**Signal metal coverage by tile**

The die is cut into 26 by 26 equal tiles; dark blue is low, red is high, scaled to the fullest tile. Values are wire area over tile area, all layers added.
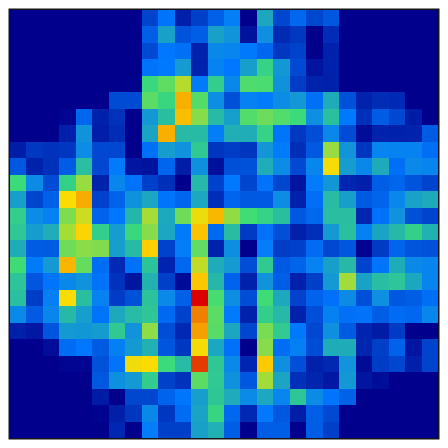
**Placed standard cells**

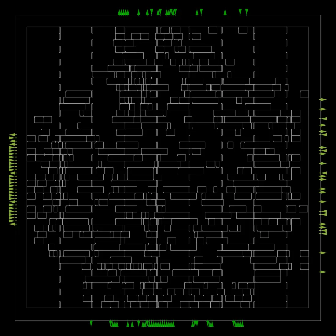
**Drive-strength map**

The bar under the picture is 50 microns long.
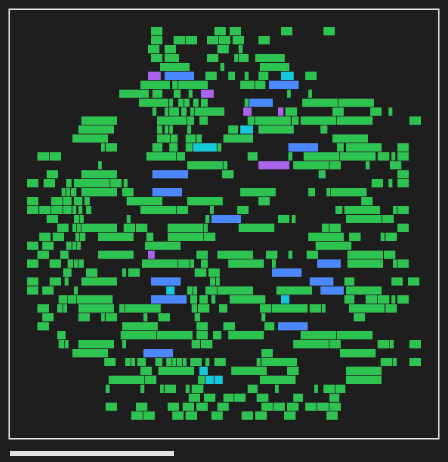
**Sequential cells grouped by signal name**

The bar under the picture is 50 microns long.
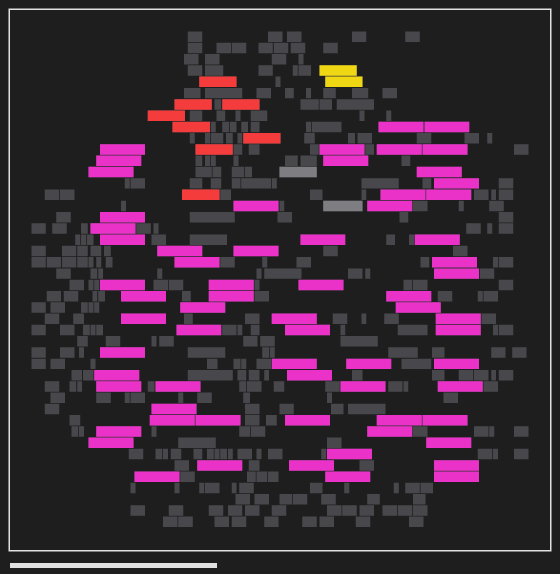
## src/rtl/ysyx_25020077_imm_encoder_if.sv

```systemverilog
// Request/response bundle for the RV32I immediate encoder.
// The slave side is the encoder; the master side is whoever issues requests and drains words.
interface ysyx_25020077_imm_encoder_if;
   logic        io_in_valid;
   logic        io_in_ready;
   logic [2:0]  io_in_imm_type;
   logic [31:0] io_in_imm;
   logic [6:0]  io_in_opcode;
   logic [2:0]  io_in_funct3;
   logic [4:0]  io_in_rd;
   logic [4:0]  io_in_rs1;
   logic [4:0]  io_in_rs2;
   logic        io_out_valid;
   logic        io_out_ready;
   logic [31:0] io_out_instruction;
   logic        io_out_err;
   logic [7:0]  io_err_count;

   modport slave (
      input  io_in_valid, io_in_imm_type, io_in_imm, io_in_opcode, io_in_funct3,
             io_in_rd, io_in_rs1, io_in_rs2, io_out_ready,
      output io_in_ready, io_out_valid, io_out_instruction, io_out_err, io_err_count
   );

   modport master (
      output io_in_valid, io_in_imm_type, io_in_imm, io_in_opcode, io_in_funct3,
             io_in_rd, io_in_rs1, io_in_rs2, io_out_ready,
      input  io_in_ready, io_out_valid, io_out_instruction, io_out_err, io_err_count
   );
endinterface

```

## src/rtl/ysyx_25020077_imm_encoder.sv

```systemverilog
// Packs instruction fields and an immediate into an RV32I word (I/S/B/U/J) behind a 2-entry FIFO.
// Define YSYX_25020077_IMMENC_RANGECHK_EN to also flag immediates that do not fit their format.
module ysyx_25020077_imm_encoder (
   input  logic                              clock,
   input  logic                              reset,
   ysyx_25020077_imm_encoder_if.slave        io
);

   typedef enum logic [2:0] {
      IMM_I = 3'd1,
      IMM_S = 3'd2,
      IMM_B = 3'd3,
      IMM_U = 3'd4,
      IMM_J = 3'd5
   } immType_e;

   logic [31:0] imm;
   logic [31:0] encWord;
   logic        typeErr;
   logic        encErr;

   assign imm = io.io_in_imm;

   always_comb begin
      encWord = '0;
      typeErr = 1'b0;
      case (io.io_in_imm_type)
         IMM_I: encWord = {imm[11:0], io.io_in_rs1, io.io_in_funct3, io.io_in_rd, io.io_in_opcode};
         IMM_S: encWord = {imm[11:5], io.io_in_rs2, io.io_in_rs1, io.io_in_funct3,
                           imm[4:0], io.io_in_opcode};
         IMM_B: encWord = {imm[12], imm[10:5], io.io_in_rs2, io.io_in_rs1, io.io_in_funct3,
                           imm[4:1], imm[11], io.io_in_opcode};
         IMM_U: encWord = {imm[31:12], io.io_in_rd, io.io_in_opcode};
         IMM_J: encWord = {imm[20], imm[10:1], imm[11], imm[19:12], io.io_in_rd, io.io_in_opcode};
         default: typeErr = 1'b1;
      endcase
   end

`ifdef YSYX_25020077_IMMENC_RANGECHK_EN
   logic rangeErr;

   // Upper bits beyond each format's sign bit must be a pure sign extension.
   always_comb begin
      rangeErr = 1'b0;
      case (io.io_in_imm_type)
         IMM_I, IMM_S: rangeErr = !((&imm[31:11]) || !(|imm[31:11]));
         IMM_B:        rangeErr = !((&imm[31:12]) || !(|imm[31:12])) || imm[0];
         IMM_U:        rangeErr = |imm[11:0];
         IMM_J:        rangeErr = !((&imm[31:20]) || !(|imm[31:20])) || imm[0];
         default:      rangeErr = 1'b0;
      endcase
   end

   assign encErr = typeErr | rangeErr;
`else
   assign encErr = typeErr;
`endif

   logic [32:0] mem_q [2];
   logic        wrPtr_q, wrPtr_d;
   logic        rdPtr_q, rdPtr_d;
   logic [1:0]  count_q, count_d;
   logic [7:0]  errCount_q, errCount_d;
   logic        inReady;
   logic        outValid;
   logic        push;
   logic        pop;
   logic [32:0] head;

   // Ready depends only on registered occupancy, so a pop never frees a slot in the same cycle.
   assign inReady  = (count_q < 2'd2);
   assign outValid = (count_q != 2'd0);
   assign push     = io.io_in_valid && inReady;
   assign pop      = outValid && io.io_out_ready;

   always_comb begin
      wrPtr_d    = push ? ~wrPtr_q : wrPtr_q;
      rdPtr_d    = pop  ? ~rdPtr_q : rdPtr_q;
      count_d    = count_q;
      errCount_d = errCount_q;
      if (push && !pop) begin
         count_d = count_q + 2'd1;
      end else if (pop && !push) begin
         count_d = count_q - 2'd1;
      end
      if (push && encErr && (errCount_q != 8'hFF)) begin
         errCount_d = errCount_q + 8'd1;
      end
   end

   always_ff @(posedge clock or posedge reset) begin
      if (reset) begin
         wrPtr_q    <= 1'b0;
         rdPtr_q    <= 1'b0;
         count_q    <= 2'd0;
         errCount_q <= 8'd0;
      end else begin
         wrPtr_q    <= wrPtr_d;
         rdPtr_q    <= rdPtr_d;
         count_q    <= count_d;
         errCount_q <= errCount_d;
      end
   end

   // Storage is deliberately unreset; the empty-FIFO gating below hides stale contents.
   always_ff @(posedge clock) begin
      if (push) begin
         mem_q[wrPtr_q] <= {encErr, encWord};
      end
   end

   assign head                  = mem_q[rdPtr_q];
   assign io.io_in_ready        = inReady;
   assign io.io_out_valid       = outValid;
   assign io.io_out_instruction = outValid ? head[31:0] : 32'h0000_0000;
   assign io.io_out_err         = outValid ? head[32]   : 1'b0;
   assign io.io_err_count       = errCount_q;

endmodule

```

## src/flat_wrapper.sv

```systemverilog
// flat-port wrapper written by rule: the top's interface ports become plain ports
module ysyx_25020077_imm_encoder_flat 
  (clock, reset, io_io_in_valid, io_io_in_imm_type, io_io_in_imm, io_io_in_opcode, io_io_in_funct3, io_io_in_rd, io_io_in_rs1, io_io_in_rs2, io_io_out_ready, io_io_in_ready, io_io_out_valid, io_io_out_instruction, io_io_out_err, io_io_err_count);
  ysyx_25020077_imm_encoder_if io_i ();
  input  logic clock;
  input  logic reset;
  input wire logic [$bits(io_i.io_in_valid)-1:0] io_io_in_valid;
  input wire logic [$bits(io_i.io_in_imm_type)-1:0] io_io_in_imm_type;
  input wire logic [$bits(io_i.io_in_imm)-1:0] io_io_in_imm;
  input wire logic [$bits(io_i.io_in_opcode)-1:0] io_io_in_opcode;
  input wire logic [$bits(io_i.io_in_funct3)-1:0] io_io_in_funct3;
  input wire logic [$bits(io_i.io_in_rd)-1:0] io_io_in_rd;
  input wire logic [$bits(io_i.io_in_rs1)-1:0] io_io_in_rs1;
  input wire logic [$bits(io_i.io_in_rs2)-1:0] io_io_in_rs2;
  input wire logic [$bits(io_i.io_out_ready)-1:0] io_io_out_ready;
  output wire logic [$bits(io_i.io_in_ready)-1:0] io_io_in_ready;
  output wire logic [$bits(io_i.io_out_valid)-1:0] io_io_out_valid;
  output wire logic [$bits(io_i.io_out_instruction)-1:0] io_io_out_instruction;
  output wire logic [$bits(io_i.io_out_err)-1:0] io_io_out_err;
  output wire logic [$bits(io_i.io_err_count)-1:0] io_io_err_count;
  assign io_i.io_in_valid = io_io_in_valid;
  assign io_i.io_in_imm_type = io_io_in_imm_type;
  assign io_i.io_in_imm = io_io_in_imm;
  assign io_i.io_in_opcode = io_io_in_opcode;
  assign io_i.io_in_funct3 = io_io_in_funct3;
  assign io_i.io_in_rd = io_io_in_rd;
  assign io_i.io_in_rs1 = io_io_in_rs1;
  assign io_i.io_in_rs2 = io_io_in_rs2;
  assign io_i.io_out_ready = io_io_out_ready;
  assign io_io_in_ready = io_i.io_in_ready;
  assign io_io_out_valid = io_i.io_out_valid;
  assign io_io_out_instruction = io_i.io_out_instruction;
  assign io_io_out_err = io_i.io_out_err;
  assign io_io_err_count = io_i.io_err_count;
  ysyx_25020077_imm_encoder u_core (.clock(clock), .reset(reset), .io(io_i));
endmodule
```

## config.mk

```make
export PLATFORM = sky130hd
export DESIGN_NAME = ysyx_25020077_imm_encoder_flat
export DESIGN_NICKNAME = d
export VERILOG_FILES = /design/src/rtl/ysyx_25020077_imm_encoder_if.sv /design/src/rtl/ysyx_25020077_imm_encoder.sv /design/src/flat_wrapper.sv
export SDC_FILE = /design/constraint.sdc
export NUM_CORES = 1
export LEC_CHECK = 0
export CAP_MARGIN = 20
export CORE_MARGIN = 5
export CORE_UTILIZATION = 25
export CTS_CLUSTER_DIAMETER = 60
export DETAILED_ROUTE_END_ITERATION = 8
export HOLD_SLACK_MARGIN = 0.06
export MAX_ROUTING_LAYER = met4
export PLACE_DENSITY = 0.45
export SYNTH_ARGS = -nofsm -noshare
export SYNTH_HDL_FRONTEND = slang
export SYNTH_SLANG_ARGS = --single-unit
```

## constraint.sdc

```tcl
create_clock -name clock -period 3.3 [get_ports clock]
set_clock_uncertainty 0.15 [all_clocks]
set_input_delay 0.66 -clock clock [delete_from_list [all_inputs] [get_ports clock]]
set_output_delay 0.66 -clock clock [all_outputs]
set_load 0.02 [all_outputs]
```

==> commit_impl_results.txt <==
Refresh implementation metrics

* Top area contributor share: a little over half
* Clk pwr share: about a quarter
- Number of instances resized during post-cts repair: 0
- Looking at the setup timing report, the critical path kind is flop to primary output.
- Floorplan core area: 14400 sq um
- Post-placement cell area: around 5000 sq um
- Yosys printed 0 warnings.
- The H-tree generated during clock tree synthesis spans 3 levels.
- Summing the areas of all fa, ha and maj instances in the mapped netlist gives 0.693% of the synthesized area.
- With fillers left out, the area of the finished cells amounts to 5270 sq um.
- Leaving out fill and tap cells, the most frequent cell in the layout is sky130_fd_sc_hd__clkdlybuf4s50_1.
- Class of the most critical hold timing path: flop to flop
- The leakage component of the power was reported as roughly 0.002 uW.
* Share of cell area taken by multi-input logic gates: 23.6%
* Sequential cell area share: approximately 43%
- Fraction of the mapped netlist area in compound gates: 9.14%
- Place WS: roughly 0.43 ns
* Cell chosen for the clock root: sky130_fd_sc_hd__clkbuf_16
- Net switching power: 1450 uW
- The design draws roughly 4300 uW.
* P_comb: about 1800 uW
- Total internal power: ~2800 uW
* Flip-flop cell with the highest count after synthesis: sky130_fd_sc_hd__edfxtp_1
* Simple share: 11.8%
- Per the post-CTS timing run, clock transition at the registers of the reported paths is approximately 0.060 ns.
- The synthesized netlist has a Yosys-reported chip area of ~3600 sq um.
- TritonCTS built the clock tree.
- The run finished with clean final reports.
- The number of different library cells used by synthesis comes to 38.
- The last timing report of the flow puts the setup violation total at 0.
- Sorting the Yosys area breakdown by cell type puts at the top sky130_fd_sc_hd__edfxtp_1.
- The detailed router reports a met2 wire length of around 4.6 mm.
- Worst Path Required: between 2 and 2.5 ns
- Nets: about 470
- Max-cap viol count: 0
* Cell total in the yosys stat output: approximately 290
* Nets in the synthesized netlist: roughly 360
* Met3 Routed Length: roughly 500 microns
- Insertion delay to the later sink of the worst-skew pair: ~0.33 ns
* Launch point of the worst reg-to-reg path: u_core.count_q[1]
- Ranked by power, first place goes to combinational cells.
- Global routing used 12.1% of the available tracks.
- M1 WL: about 4.2 mm
- Final Hold Vio Count: 0
- Power density of the placed cells: 809 nW/um^2
Back to the opening pictures, 'signal metal coverage by tile':
nearly empty tiles = 22%
fullest tile = 0.41
tiles over half the peak = 8.7%

Back to the opening pictures, 'placed standard cells':
fillers: 1395
# rows: 44

Back to the opening pictures, 'drive-strength map':
_6 and larger -> blue  # cells 15, share 3.7%
_3 and _4 cells -> cyan  # cells 8, share 2.0%
_0 and _1 cells -> green  # cells 376, share 93%
_2 cells -> purple  # cells 6, share 1.5%

Back to the opening pictures, 'sequential cells grouped by signal name':
u_core.count_q -> yellow  # placed flops 2
u_core.mem_q -> magenta  # placed flops 66
u_core.io.io_err_count -> red  # placed flops 8

Power figures rest on the tool's default switching activity, not on a simulated workload.
